<file path="src/rtl/regfile_pkg.sv">
// rtl/regfile_pkg.sv - shared register-file types and constants for the writeback arbiter
package regfile_pkg;

  localparam int REG_ADDR_W = 5;
  localparam int REG_DATA_W = 32;
  localparam logic [REG_ADDR_W-1:0] REG_ZERO = 5'd0;

  typedef struct packed {
    logic                  valid;
    logic [REG_ADDR_W-1:0] addr;
    logic [REG_DATA_W-1:0] data;
  } wb_req_t;

endpackage

</file>
<file path="src/rtl/rr_arbiter.sv">
// rtl/rr_arbiter.sv - round-robin one-hot grant with a pointer that advances past the last grantee
module rr_arbiter #(
  parameter int NUM_REQ = 2
) (
  input  logic               iClk,
  input  logic               iRstN,
  input  logic [NUM_REQ-1:0] iReq,
  input  logic               iAdvance,
  output logic [NUM_REQ-1:0] oGrant
);

  localparam int PW = $clog2(NUM_REQ);

  logic [PW-1:0] r_ptr;
  logic [PW-1:0] w_next;
  logic [PW-1:0] w_idx;

  // Scan from the farthest slot back to the pointer so the nearest valid one wins last.
  always_comb begin
    oGrant = '0;
    w_next = r_ptr;
    w_idx  = '0;
    for (int k = NUM_REQ - 1; k >= 0; k--) begin
      w_idx = PW'((int'(r_ptr) + k) % NUM_REQ);
      if (iReq[w_idx]) begin
        oGrant        = '0;
        oGrant[w_idx] = 1'b1;
        w_next        = PW'((int'(w_idx) + 1) % NUM_REQ);
      end
    end
  end

  always_ff @(posedge iClk) begin
    if (!iRstN) begin
      r_ptr <= '0;
    end else if (iAdvance) begin
      r_ptr <= w_next;
    end
  end

endmodule

</file>
<file path="src/rtl/regfile_wb_arbiter.sv">
// rtl/regfile_wb_arbiter.sv - register-file write-port arbiter with RAW scoreboard
// Optional scoreboard enabled by defining REGFILE_WB_SCOREBOARD_EN.
module regfile_wb_arbiter
  import regfile_pkg::*;
#(
  parameter int NUM_REQ       = 2,
  parameter int ADDRESS_WIDTH = REG_ADDR_W,
  parameter int DATA_WIDTH    = REG_DATA_W
) (
  input  logic                                iClk,
  input  logic                                iRstN,
  input  logic [NUM_REQ-1:0]                  iReqValid,
  input  logic [NUM_REQ-1:0][ADDRESS_WIDTH-1:0] iReqAddr,
  input  logic [NUM_REQ-1:0][DATA_WIDTH-1:0]    iReqData,
  output logic [NUM_REQ-1:0]                  oReqReady,
  output logic                                oWriteEn,
  output logic [ADDRESS_WIDTH-1:0]            oWriteAddress,
  output logic [DATA_WIDTH-1:0]               oDataIn,
  input  logic                                iIssueValid,
  input  logic [ADDRESS_WIDTH-1:0]            iIssueRd,
  output logic                                oIssueReady,
  input  logic [ADDRESS_WIDTH-1:0]            iQueryAddr1,
  input  logic [ADDRESS_WIDTH-1:0]            iQueryAddr2,
  output logic                                oBusy1,
  output logic                                oBusy2
);

  logic [NUM_REQ-1:0] w_arb_grant;
  logic [NUM_REQ-1:0] w_grant;
  wb_req_t            w_win;

  rr_arbiter #(.NUM_REQ(NUM_REQ)) u_rr_arbiter (
    .iClk     (iClk),
    .iRstN    (iRstN),
    .iReq     (iReqValid),
    .iAdvance (w_win.valid),
    .oGrant   (w_arb_grant)
  );

  // Grants are suppressed during reset so in-flight requests are dropped.
  assign w_grant   = w_arb_grant & {NUM_REQ{iRstN}};
  assign oReqReady = w_grant;

  always_comb begin
    w_win = '0;
    for (int i = 0; i < NUM_REQ; i++) begin
      if (w_grant[i]) begin
        w_win.valid = 1'b1;
        w_win.addr  = iReqAddr[i];
        w_win.data  = iReqData[i];
      end
    end
  end

  always_ff @(posedge iClk) begin
    if (!iRstN) begin
      oWriteEn      <= 1'b0;
      oWriteAddress <= '0;
      oDataIn       <= '0;
    end else begin
      oWriteEn <= w_win.valid && (w_win.addr != REG_ZERO);
      if (w_win.valid) begin
        oWriteAddress <= w_win.addr;
        oDataIn       <= w_win.data;
      end
    end
  end

`ifdef REGFILE_WB_SCOREBOARD_EN
  logic [2**ADDRESS_WIDTH-1:0] r_busy;
  logic [2**ADDRESS_WIDTH-1:0] w_busy_next;
  logic                        w_release_rd;

  assign w_release_rd = w_win.valid && (w_win.addr == iIssueRd);
  assign oIssueReady  = iIssueValid && iRstN &&
                        ((iIssueRd == REG_ZERO) || !r_busy[iIssueRd] || w_release_rd);
  assign oBusy1       = r_busy[iQueryAddr1];
  assign oBusy2       = r_busy[iQueryAddr2];

  // Release is applied before the claim so a same-cycle claim of that register keeps it busy.
  always_comb begin
    w_busy_next = r_busy;
    if (w_win.valid) begin
      w_busy_next[w_win.addr] = 1'b0;
    end
    if (oIssueReady) begin
      w_busy_next[iIssueRd] = 1'b1;
    end
    w_busy_next[0] = 1'b0;
  end

  always_ff @(posedge iClk) begin
    if (!iRstN) begin
      r_busy <= '0;
    end else begin
      r_busy <= w_busy_next;
    end
  end
`else
  logic w_unused_sb;

  assign w_unused_sb = ^{iIssueRd, iQueryAddr1, iQueryAddr2};
  assign oIssueReady = iIssueValid && iRstN;
  assign oBusy1      = 1'b0;
  assign oBusy2      = 1'b0;
`endif

endmodule

</file>
<file path="config.mk">
export PLATFORM = sky130hd
export DESIGN_NAME = regfile_wb_arbiter
export DESIGN_NICKNAME = d
export VERILOG_FILES = /design/src/rtl/regfile_pkg.sv /design/src/rtl/rr_arbiter.sv /design/src/rtl/regfile_wb_arbiter.sv
export SDC_FILE = /design/constraint.sdc
export NUM_CORES = 1
export LEC_CHECK = 0
export ABC_AREA = 1
export CORE_MARGIN = 2
export CORE_UTILIZATION = 35
export CTS_CLUSTER_SIZE = 20
export DETAILED_ROUTE_END_ITERATION = 12
export PLACE_DENSITY = 0.78
export RECOVER_POWER = 100
export SYNTH_ARGS = -nofsm -noshare
export SYNTH_HDL_FRONTEND = slang
export SYNTH_SLANG_ARGS = --single-unit
</file>
<file path="constraint.sdc">
create_clock -name iClk -period 1.5 [get_ports iClk]
set_input_delay 0.15 -clock iClk [delete_from_list [all_inputs] [get_ports iClk]]
set_output_delay 0.15 -clock iClk [all_outputs]
set_load 0.05 [all_outputs]
</file>
==> impl_metrics.yaml, run 1 <==
# implementation run metrics
outcome:
  status: "finished clean"
routing:
  num_vias: 2473
  drtAntennaViolNets: 0
  drc_errors: 0
  routed_via_density: 4.64
  route.met3.wl_microns: 503
  wl_mm: 6.28
cells_and_area:
  drive_gt1_frac: 0.0786
  final_area_sq_um: 3290
  buffers: 137
  clkbuf_count: 6
  largest_reg_flops: 32
  comb_share: 0.309
  lay_top_cells: "nor2_1, clkdlybuf4s50_1, nand2_1, inv_1"
  fill_cells: 624
  largest_register: "oDataIn"
floorplanning:
  ioPinCount: 137
  die_h_microns: 82.1
worst_setup_path:
  reg2regPathDepth: 8
  r2r-end: "oDataIn[21]$_SDFFE_PN0P_"
  crit_type: "reg -> out"
  worstSetupEndpointType: "primary output"
  crit_end: "oReqReady[1]"
pwr:
  p_per_area_nw_per_um2: 832
  p_clk_frac: 0.229
  comb_power_share: 0.352
  switching_share: 0.345
grt:
  grt_pass1_vias: 2283
  grt_max_degree: 26
  use_met2: 0.340
timing:
  setup_viol: 0
  max_slew.worst_pin.slew_ps: 658
  setup_ws_ps: 92.4
  post-route-min-period_ps: 1410
  fin_hold_ws_ps: 194
  period_used_share: 0.938
yosys:
  syn_inst: 338
  synth_top_cell_by_count: "nor2_1"
  ys_ff: 39
  synth.distinct_cells: 19
  synth_area_per_cell_sq_um: 6.32
  synth-simple-area-share: 0.470
  synthArstFlopShare: 0
cts:
  path_clk_slew_ps: 70
  cts_tree: "done"
worst_hold_path:
  hp-start: "iRstN"
place:
  dpl_cell_area_sq_um: 3420
  dp.cells: 527
  post-place-ws_ps: -56.5
run:
  maxCapViolations: 0
## run 1: what timing repair did
| item | CTS | global route |
|---|---|---|
| buffers inserted | 0 | 0 |
| gates resized | 0 | 2 |
| setup endpoints to repair | 0 | 1 |
## run 1: power groups by stage
stage / logic [W] / registers [W] / clock network, W
after CTS: 0.00106 / 0.00115 / 0.000664
final: 0.000963 / 0.00115 / 0.000625
after global placement: 0.00105 / 0.00117 / 0
after global routing: 0.00104 / 0.00116 / 0.000711
after detailed placement: 0.00106 / 0.00117 / 0
after floorplan: 0.000349 / 0.00143 / 0
## run 1: worst max-delay path, cell delays in order, from the launching register on
cell and delay [ps]:
dfxtp_1 360, inv_1 60, nand2_2 90, nand2_4 80
inv_4 100, buf_12 150, buf_12 140
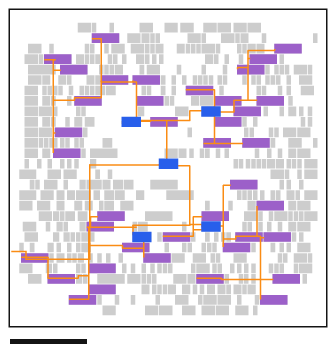
(run_1/clock_wires.png)
The bar under the picture is 20 microns long.
orange -> clock wires  # length 479 microns
blue -> clock-net drivers  # count 5
purple -> flip-flops  # count 39
routed clock nets = 6

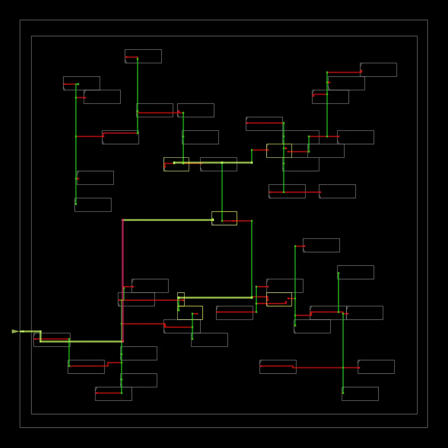
(run_1/clock_nets.png)
Clock Skews: 4.24 ps
Inserted Clock Buffers: 5
FFs & Latches: 39

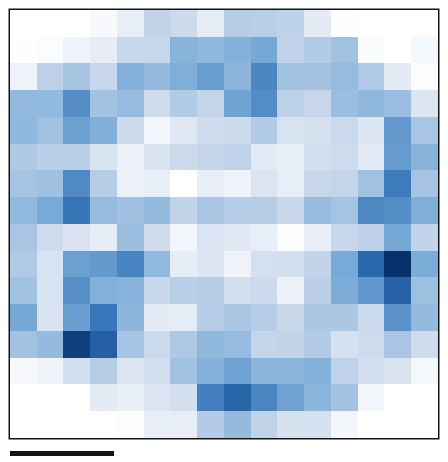
(run_1/route_heat.png)
The bar under the picture is 20 microns long. The die is cut into 16 by 16 equal tiles; white is low, dark blue is high, scaled to the fullest tile. Values are wire area over tile area, all layers added.
mean over tiles = 0.15
nearly empty tiles = 9.8%
tiles over half the peak = 14%
emptiest ninth of the die = centre

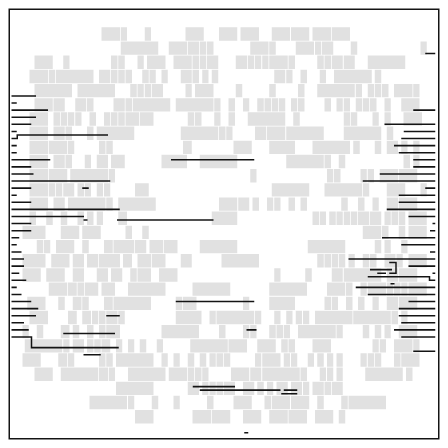
(run_1/m3.png)
longest straight run = 20.5 microns
nets with wire on the layer = 79
wire length on this layer = 504 microns
share of all routed wire = 8.0%

==> run_1/closeup.png <==
Region (21, 21) to (61, 61) microns. Cells in grey, sequential cells in the stronger grey; small squares are vias.
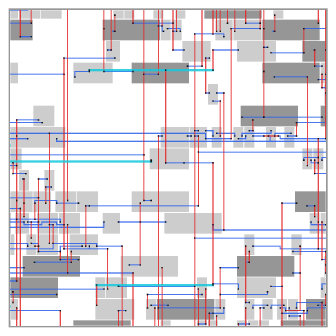

==> run 1 -> run 2 <==
--- a/config.mk
+++ b/config.mk
@@ -5,13 +5,13 @@
 export SDC_FILE = /design/constraint.sdc
 export NUM_CORES = 1
 export LEC_CHECK = 0
-export ABC_AREA = 1
 export CORE_MARGIN = 2
 export CORE_UTILIZATION = 35
 export CTS_CLUSTER_SIZE = 20
 export DETAILED_ROUTE_END_ITERATION = 12
-export PLACE_DENSITY = 0.78
+export PLACE_DENSITY = 0.81
 export RECOVER_POWER = 100
 export SYNTH_ARGS = -nofsm -noshare
 export SYNTH_HDL_FRONTEND = slang
+export SYNTH_HIERARCHICAL = 1
 export SYNTH_SLANG_ARGS = --single-unit
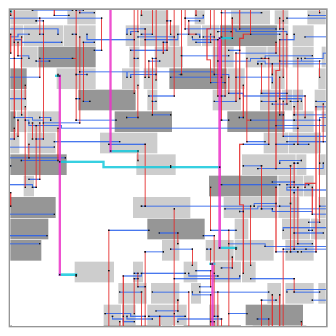
(run_2/closeup.png)
Region (19, 19) to (59, 59) microns. Cells in grey, sequential cells in the stronger grey; small squares are vias.
red -> M2
blue -> M1
cyan -> M3
magenta -> M4
sequential cells in the window = 13
cells with their middle in the window = 89
most frequent = dfxtp_1 (12), clkdlybuf4s50_1 (9), nand2_1 (8)
netlist names of flops here include = oDataIn (11)

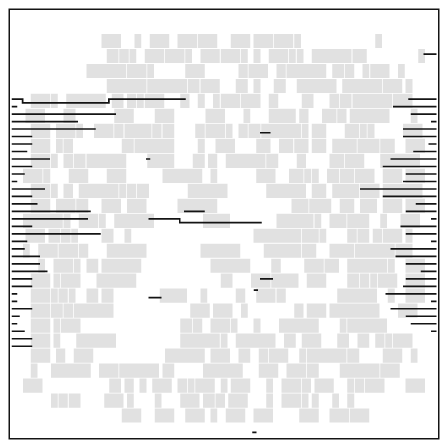
(run_2/m3.png)
nets with wire on the layer = 69
wire length on this layer = 408 microns
main direction = horizontal

==> run 2 against run 1 <==
Compared with the run above:
- the flow now finishes with violations (negative setup slack)
- total power grew 2.6%
- cell count shrank 22%
- sequential share of layout area grew 0.83 points
- sequential power is essentially flat
- utilization grew 6.2 points
- critical endpoint is now oDataIn[7]$_SDFFE_PN0P_
==> impl_metrics.yaml, run 2 <==
# implementation run metrics
routing:
  drc_errors: 0
  num_vias: 1930
  routed_via_density: 4.63
  wl_mm: 5.38
  drtAntennaViolNets: 0
timing:
  setup_ws_ps: -67.7
  finClkSkew_ps: 3.95
  period_used_share: 1.05
  setup_viol: 3
worst_setup_path:
  worst-path-buf-inv: 2
  crit_type: "reg -> reg"
  cpPeakStageDelay_ps: 360
  crit_family: "buffers and inverters"
  reg2regPathDepth: 6
  cp.depth: 6
  worstSetupEndpointType: "register"
  r2r-end: "oDataIn[7]$_SDFFE_PN0P_"
outcome:
  violations: "negative setup slack"
  status: "finished, violations left"
cells_and_area:
  drive_gt1_frac: 0.118
  final_area_sq_um: 3190
  fill_cells: 500
  lay_top_cells: "clkdlybuf4s50_1, dfxtp_1, clkbuf_1, nand2_1, mux2i_1"
  buffers: 139
  clkbuf_count: 5
  largest_register: "oDataIn"
yosys:
  syn_inst: 218
  synth-simple-area-share: 0.222
  ys_ff: 39
  synth_area_per_cell_sq_um: 8.72
  synth.distinct_cells: 25
  synthArstFlopShare: 0
  synth_top_cell_by_count: "dfxtp_1"
pwr:
  p_comb_w: 0.000978
  power.group.top: "sequential cells"
  comb_power_share: 0.348
  power_clock_w: 0.000666
  powerSeq_w: 0.00116
  switching_share: 0.337
  p_per_area_nw_per_um2: 880
cts:
  path_clk_slew_ps: 70
  cts_tree: "done"
  cts_buffers: 5
place:
  dp.cells: 404
grt:
  grt_pass1_vias: 1956
  use_met2: 0.305
floorplanning:
  die_h_microns: 77.7
  ioPinCount: 137
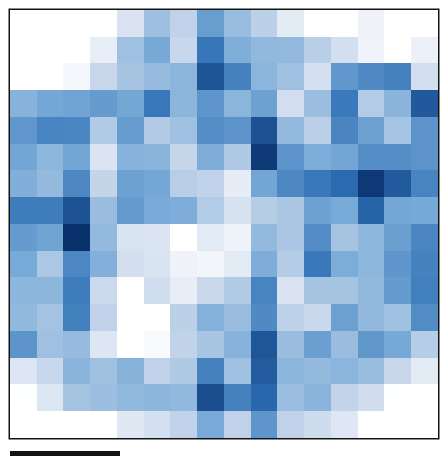
(run_2/route_heat.png)
The bar under the picture is 20 microns long. The die is cut into 16 by 16 equal tiles; white is low, dark blue is high, scaled to the fullest tile. Values are wire area over tile area, all layers added.
densest ninth of the die = middle right
nearly empty tiles = 11%
tiles over half the peak = 33%
mean over tiles = 0.15

## run 2: netlist changes by cell type in the layout (fill, tap and decap cells not counted), moves of 4 or more
| cell | previous run | this run |
|---|---|---|
| nor2_1 | 103 | 1 |
| inv_1 | 40 | 0 |
| nand4_1 | 37 | 0 |
| nand2_1 | 71 | 36 |
| mux2i_1 | 0 | 31 |
| and2_1 | 0 | 30 |
| o21ai_0 | 4 | 30 |
| nand3_1 | 6 | 0 |
| nor2_2 | 4 | 0 |
| nor2b_1 | 0 | 4 |
## run 2: per-layer routing
metal,part of all wire,vias up
li1,-,987
met1,0.41,859
met2,0.49,74
met3,0.076,10
met4,0.018,0
met5,0,-
## run 2: repair_timing
item,CTS,global route
gates resized,3,10
buffers inserted,4,1
pin swaps,2,5
cloned,0,1
endpoints found under the setup margin,11,31
Power figures rest on the tool's default switching activity, not on a simulated workload.
